==> config.mk <==
export PLATFORM = sky130hd
export DESIGN_NAME = ecc_secded_pipe
export DESIGN_NICKNAME = d
export VERILOG_FILES = /design/src/rtl/ecc_secded_pipe.sv
export SDC_FILE = /design/constraint.sdc
export NUM_CORES = 1
export LEC_CHECK = 0
export CELL_PAD_IN_SITES_DETAIL_PLACEMENT = 0
export CELL_PAD_IN_SITES_GLOBAL_PLACEMENT = 2
export CORE_AREA = 3 3 207 209
export CTS_CLUSTER_SIZE = 14
export DETAILED_ROUTE_END_ITERATION = 12
export DIE_AREA = 0 0 210 212
export PLACE_DENSITY = 0.85
export SLEW_MARGIN = 25
export SYNTH_ARGS = -nofsm -noshare
export SYNTH_HDL_FRONTEND = slang
export SYNTH_SLANG_ARGS = --single-unit
==> constraint.sdc <==
create_clock -name clk_i -period 3.9 [get_ports clk_i]
set_input_delay 0.78 -clock clk_i [delete_from_list [all_inputs] [get_ports clk_i]]
set_output_delay 0.78 -clock clk_i [all_outputs]
set_load 0.005 [all_outputs]
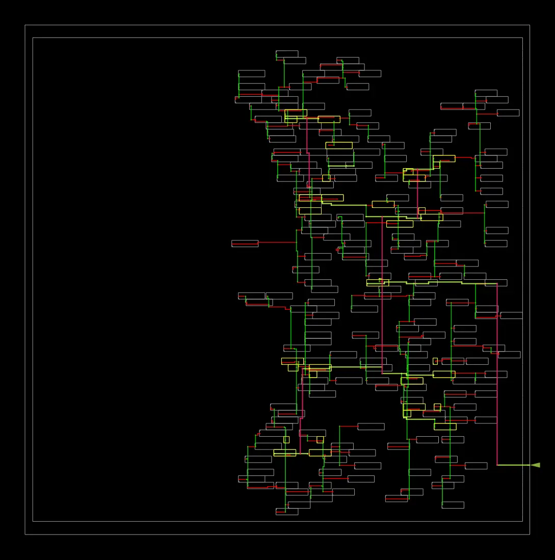
**Above:** run 1 (clock wiring as the flow saved it).
total CTS buffers: 17
layout sequential cell count: 189
insertion delay of the later-clocked pin in the worst-skew pair: 0.43 ns

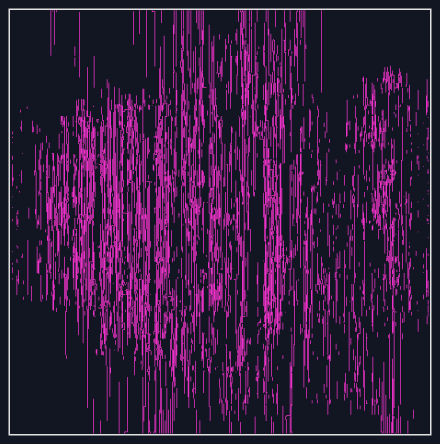
**Above:** run 1 (signal wires on met2).
Drawn at 2 px/µm.
main direction: vertical
nets with wire on the layer: 1484
longest straight run: 103 µm
wire length on this layer: 21.0 mm
share of all routed wire: 47%
met2 track utilization from global routing: 0.3345
vias post-DR: 10681
Post-Route WL: 44.64 mm

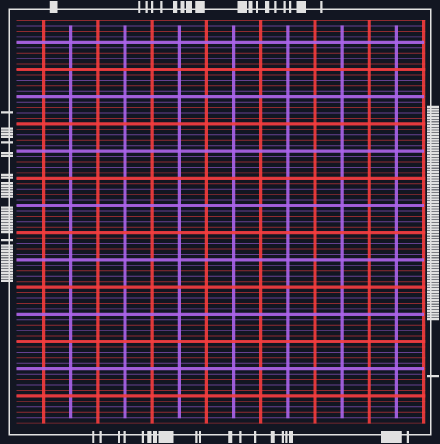
**Above:** run 1 (power grid).
Drawn at 2 px/µm. Pins as bars on the die edge.
[VDD] purple
[VSS] red
met4 straps: 15
met5 straps: 14
signal pins: 201
met1 rails: 75
Die Span Y: 212 µm
Peak supply drop: 0.3268 mV
core region area: 0.04102 mm²

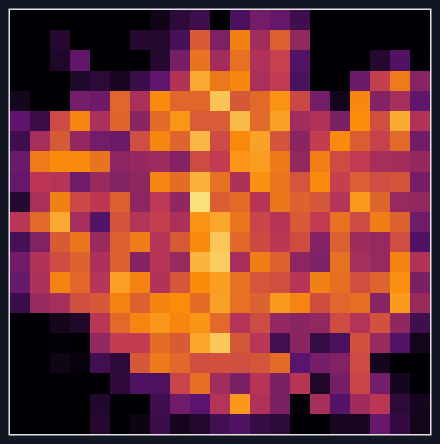
**Above:** run 1 (local utilization).
Drawn at 2 px/µm. The die is cut into 21 by 21 equal tiles; black is low, pale yellow is high, 0 to 100% covered.
tiles over 75% full: 7.7%
fullest tile: 93%
nearly empty tiles: 16%
densest ninth of the die: centre
mean over tiles: 40%
floorplan-stage core utilization: 0.3188
final design utilization: 0.4535

==> flow_summary.html <==
<p>Metrics extracted from the flow reports.</p>
<table>
<tr><th>Metric</th><th>Value</th></tr>
<tr><th colspan="2">Global routing</th></tr>
<tr><td>Global-route layer with the greatest usage</td><td>met2</td></tr>
<tr><td>Aggregate global routing overflow</td><td>0</td></tr>
<tr><td>Met3 track utilization from global routing</td><td>0.02700</td></tr>
<tr><td>Global Route met1 Usage</td><td>0.2724</td></tr>
<tr><td>Total global routing track utilization</td><td>0.2007</td></tr>
<tr><td>Largest net degree at the start of global routing</td><td>84</td></tr>
<tr><td>Wire length of the first global-routing pass</td><td>67.56 mm</td></tr>
<tr><td>Number of antenna violations at the first check in global routing</td><td>0</td></tr>
<tr><th colspan="2">Routing</th></tr>
<tr><td>Post-detailed-route DRC marker count</td><td>0</td></tr>
<tr><td>Routed met3 length</td><td>2.409 mm</td></tr>
<tr><td>Length of routed wiring on met1</td><td>19.84 mm</td></tr>
<tr><td>Topmost layer with routed signal wires</td><td>met4</td></tr>
<tr><td>Violation count after the first detailed-route iteration</td><td>788</td></tr>
<tr><td>DR WL/cell</td><td>19.91 µm</td></tr>
<tr><td>Met2 routed wirelength</td><td>21.01 mm</td></tr>
<tr><td>Final antenna-violating net count</td><td>0</td></tr>
<tr><td>Router iterations before antenna repair</td><td>4</td></tr>
<tr><td>Routed vias/inst</td><td>4.764</td></tr>
<tr><th colspan="2">Power and ir drop</th></tr>
<tr><td>Share of total power in sequential cells</td><td>0.358</td></tr>
<tr><td>Int Pwr</td><td>0.005252 W</td></tr>
<tr><td>Combinational group power</td><td>0.00316 W</td></tr>
<tr><td>Max power group</td><td>combinational logic</td></tr>
<tr><td>Flip-flop and latch power</td><td>0.00277 W</td></tr>
<tr><td>Leak pwr</td><td>7.634 nW</td></tr>
<tr><td>Share of total power in the clock network</td><td>0.233</td></tr>
<tr><td>Net switching power</td><td>0.002477 W</td></tr>
<tr><td>Design Power</td><td>0.007729 W</td></tr>
<tr><td>Power density over the cells</td><td>415.6 mW/mm²</td></tr>
<tr><td>Clk. pwr</td><td>0.00180 W</td></tr>
<tr><th colspan="2">Setup path</th></tr>
<tr><td>Biggest fanout along the worst timing path</td><td>6</td></tr>
<tr><td>FF-to-FF path depth</td><td>7</td></tr>
<tr><td>CP startpoint kind</td><td>input pin</td></tr>
<tr><td>Top delay family on crit path</td><td>XOR/XNOR gates</td></tr>
<tr><td>Most repeated library cell on the critical path</td><td>sky130_fd_sc_hd__xnor3_1</td></tr>
<tr><td>Arrival time reported for the critical path endpoint</td><td>4.04 ns</td></tr>
<tr><td>Stage delay of the slowest cell on the critical path</td><td>0.51 ns</td></tr>
<tr><td>Crit-path cells</td><td>clkdlybuf4s50_1, buf_4, nor3b_2, buf_4, nand3_1, xnor2_2, xnor2_1, xnor3_1, xnor3_1, xor3_1, xnor3_1</td></tr>
<tr><td>Critical path endpoint category</td><td>flip-flop</td></tr>
<tr><td>Crit path required time</td><td>4.08 ns</td></tr>
<tr><td>Cell with the largest stage delay on the worst path</td><td>sky130_fd_sc_hd__clkdlybuf4s50_1</td></tr>
<tr><td>Levels on crit path</td><td>11</td></tr>
<tr><td>Sum of buffers and inverters on the critical path</td><td>3</td></tr>
<tr><td>Worst R2R Setup Slack</td><td>0.91 ns</td></tr>
<tr><th colspan="2">Final timing</th></tr>
<tr><td>Post-layout period usage</td><td>0.9907</td></tr>
<tr><td>Final setup margin</td><td>0.03628 ns</td></tr>
<tr><td>Time the worst path needs with I/O delays and setup</td><td>3.864 ns</td></tr>
<tr><td>Number of endpoints with negative hold slack in the final report</td><td>0</td></tr>
<tr><td>RSZ-0062 raised after global routing</td><td>true</td></tr>
<tr><td>Final setup viols</td><td>0</td></tr>
<tr><td>Worst Max-Slew Pin Slew</td><td>0.7660 ns</td></tr>
<tr><td>Sum Neg Setup Slack</td><td>0 ns</td></tr>
<tr><td>Worst slack on hold paths</td><td>0.4789 ns</td></tr>
<tr><td>Number of pins exceeding their max-slew limit in the final report</td><td>0</td></tr>
<tr><td>Achievable Freq</td><td>258.8 MHz</td></tr>
<tr><td>Worst-case headroom to the max-slew limit</td><td>0.4877</td></tr>
<tr><th colspan="2">Worst hold path</th></tr>
<tr><td>Path type of the worst min-delay path</td><td>flip-flop to flip-flop</td></tr>
<tr><td>Cells on Worst Hold Path</td><td>2</td></tr>
<tr><th colspan="2">CTS</th></tr>
<tr><td>CTS HTree Levels</td><td>4</td></tr>
<tr><td>Post-CTS setup buffer count</td><td>24</td></tr>
<tr><td>Register clock-pin slew on the reported worst setup and hold paths</td><td>0.07 ns</td></tr>
<tr><td>Buffer depth of the longest clock path</td><td>2</td></tr>
<tr><td>Root buffer cell</td><td>sky130_fd_sc_hd__clkbuf_16</td></tr>
<tr><td>Number of clock sinks</td><td>189</td></tr>
<tr><td>Number of gates resized after CTS</td><td>45</td></tr>
<tr><td>CTS tree</td><td>yes</td></tr>
<tr><td>Hold_buf cts</td><td>0</td></tr>
<tr><th colspan="2">Yosys</th></tr>
<tr><td>Yosys top cell by area</td><td>sky130_fd_sc_hd__dfrtp_1</td></tr>
<tr><td>Post-synthesis instance area</td><td>0.01308 mm²</td></tr>
<tr><td>Yosys Instances</td><td>1266</td></tr>
<tr><td>Synth flops</td><td>189</td></tr>
<tr><td>Commonest cells in the netlist</td><td>sky130_fd_sc_hd__xnor2_1 (211), sky130_fd_sc_hd__nand2_1 (138), sky130_fd_sc_hd__dfrtp_1 (117), sky130_fd_sc_hd__xor2_1 (101), sky130_fd_sc_hd__nor2_1 (96)</td></tr>
<tr><td>Yosys xor share</td><td>0.3416</td></tr>
<tr><td>Basic-gate share of the synthesized area counting and, or, nand and nor cells</td><td>0.1962</td></tr>
<tr><td>Adder-cell share of the synthesized area</td><td>0.003827</td></tr>
<tr><td>AO/OA Area Share</td><td>0.02985</td></tr>
<tr><td>Area share of the largest cell type after synthesis</td><td>0.2239</td></tr>
<tr><td>Dominant synthesized flop cell</td><td>sky130_fd_sc_hd__dfrtp_1</td></tr>
<tr><td>Yosys warning count</td><td>0</td></tr>
<tr><td>Post-Syn Area per Cell</td><td>10.33 µm²</td></tr>
<tr><td>Share of synthesized area occupied by flip-flops and latches</td><td>0.3892</td></tr>
<tr><td>Flip-flops with a built-in enable</td><td>72</td></tr>
<tr><td>Synthesized netlist cell count</td><td>1266</td></tr>
<tr><td>Dominant combinational family</td><td>XOR/XNOR gates</td></tr>
<tr><td>Yosys stat chip area</td><td>0.01308 mm²</td></tr>
<tr><td>Count leader, synth</td><td>sky130_fd_sc_hd__xnor2_1</td></tr>
<tr><td>Mux cell area share after synthesis</td><td>0.007655</td></tr>
<tr><td>Unique masters post-synth</td><td>51</td></tr>
<tr><th colspan="2">Placement</th></tr>
<tr><td>Number of buffers inserted by port buffering</td><td>200</td></tr>
<tr><td>Post-DP HPWL</td><td>36.60 mm</td></tr>
<tr><td>Weighted congestion at the end of routability-driven global placement</td><td>1.004</td></tr>
<tr><td>Placement-stage worst setup slack</td><td>-0.7424 ns</td></tr>
<tr><td>Cell area after placement</td><td>0.01754 mm²</td></tr>
<tr><td>Placed cell count</td><td>2178</td></tr>
<tr><th colspan="2">Cells and area</th></tr>
<tr><td>Inserted Diodes</td><td>0</td></tr>
<tr><td>Final non-filler cell total</td><td>2242</td></tr>
<tr><td>Final Instance Area</td><td>0.01860 mm²</td></tr>
<tr><td>Most frequent cells in the layout</td><td>sky130_fd_sc_hd__buf_4 (268), sky130_fd_sc_hd__xnor2_1 (200), sky130_fd_sc_hd__clkdlybuf4s50_1 (192)</td></tr>
<tr><td>Ratio of cells with drive above 1 in the final layout</td><td>0.2357</td></tr>
<tr><td>Dominant logic cell type in the layout</td><td>sky130_fd_sc_hd__buf_4</td></tr>
<tr><th colspan="2">Run</th></tr>
<tr><td>Number of max-cap violations</td><td>0</td></tr>
<tr><td>Log Warnings</td><td>28</td></tr>
<tr><th colspan="2">Outcome</th></tr>
<tr><td>Status</td><td>finished clean</td></tr>
<tr><th colspan="2">Die</th></tr>
<tr><td>Overall die width</td><td>210 µm</td></tr>
<tr><td>Io pins</td><td>201</td></tr>
<tr><td>Area enclosed by the die boundary</td><td>0.04452 mm²</td></tr>
</table>
run 1: cell type report:
cell class                      instances  area (µm²)  share of cell area
Timing Repair Buffer                  481        4229              0.2274
Sequential cell                       189        5090              0.2737
Inverter                               27       103.9            0.005584
Clock buffer                           19       464.2             0.02496
Tap cell                              532       665.6             0.03579
Multi-Input combinational cell        981        7896              0.4246
Clock inverter                         13       150.1            0.008073
run 1: logic make-up (layout without fill, tap and decap cells):
logic type / Yosys count / count (layout)
AND-OR/OR-AND: 76 / 76
XOR/XNOR: 390 / 390
adder cells (fa/ha/maj): 4 / 4
buffers and inverters: 96 / 540
flip-flops: 189 / 189
multiplexers: 10 / 10
AND/OR/NAND/NOR: 501 / 501
Power figures rest on the tool's default switching activity, not on a simulated workload.
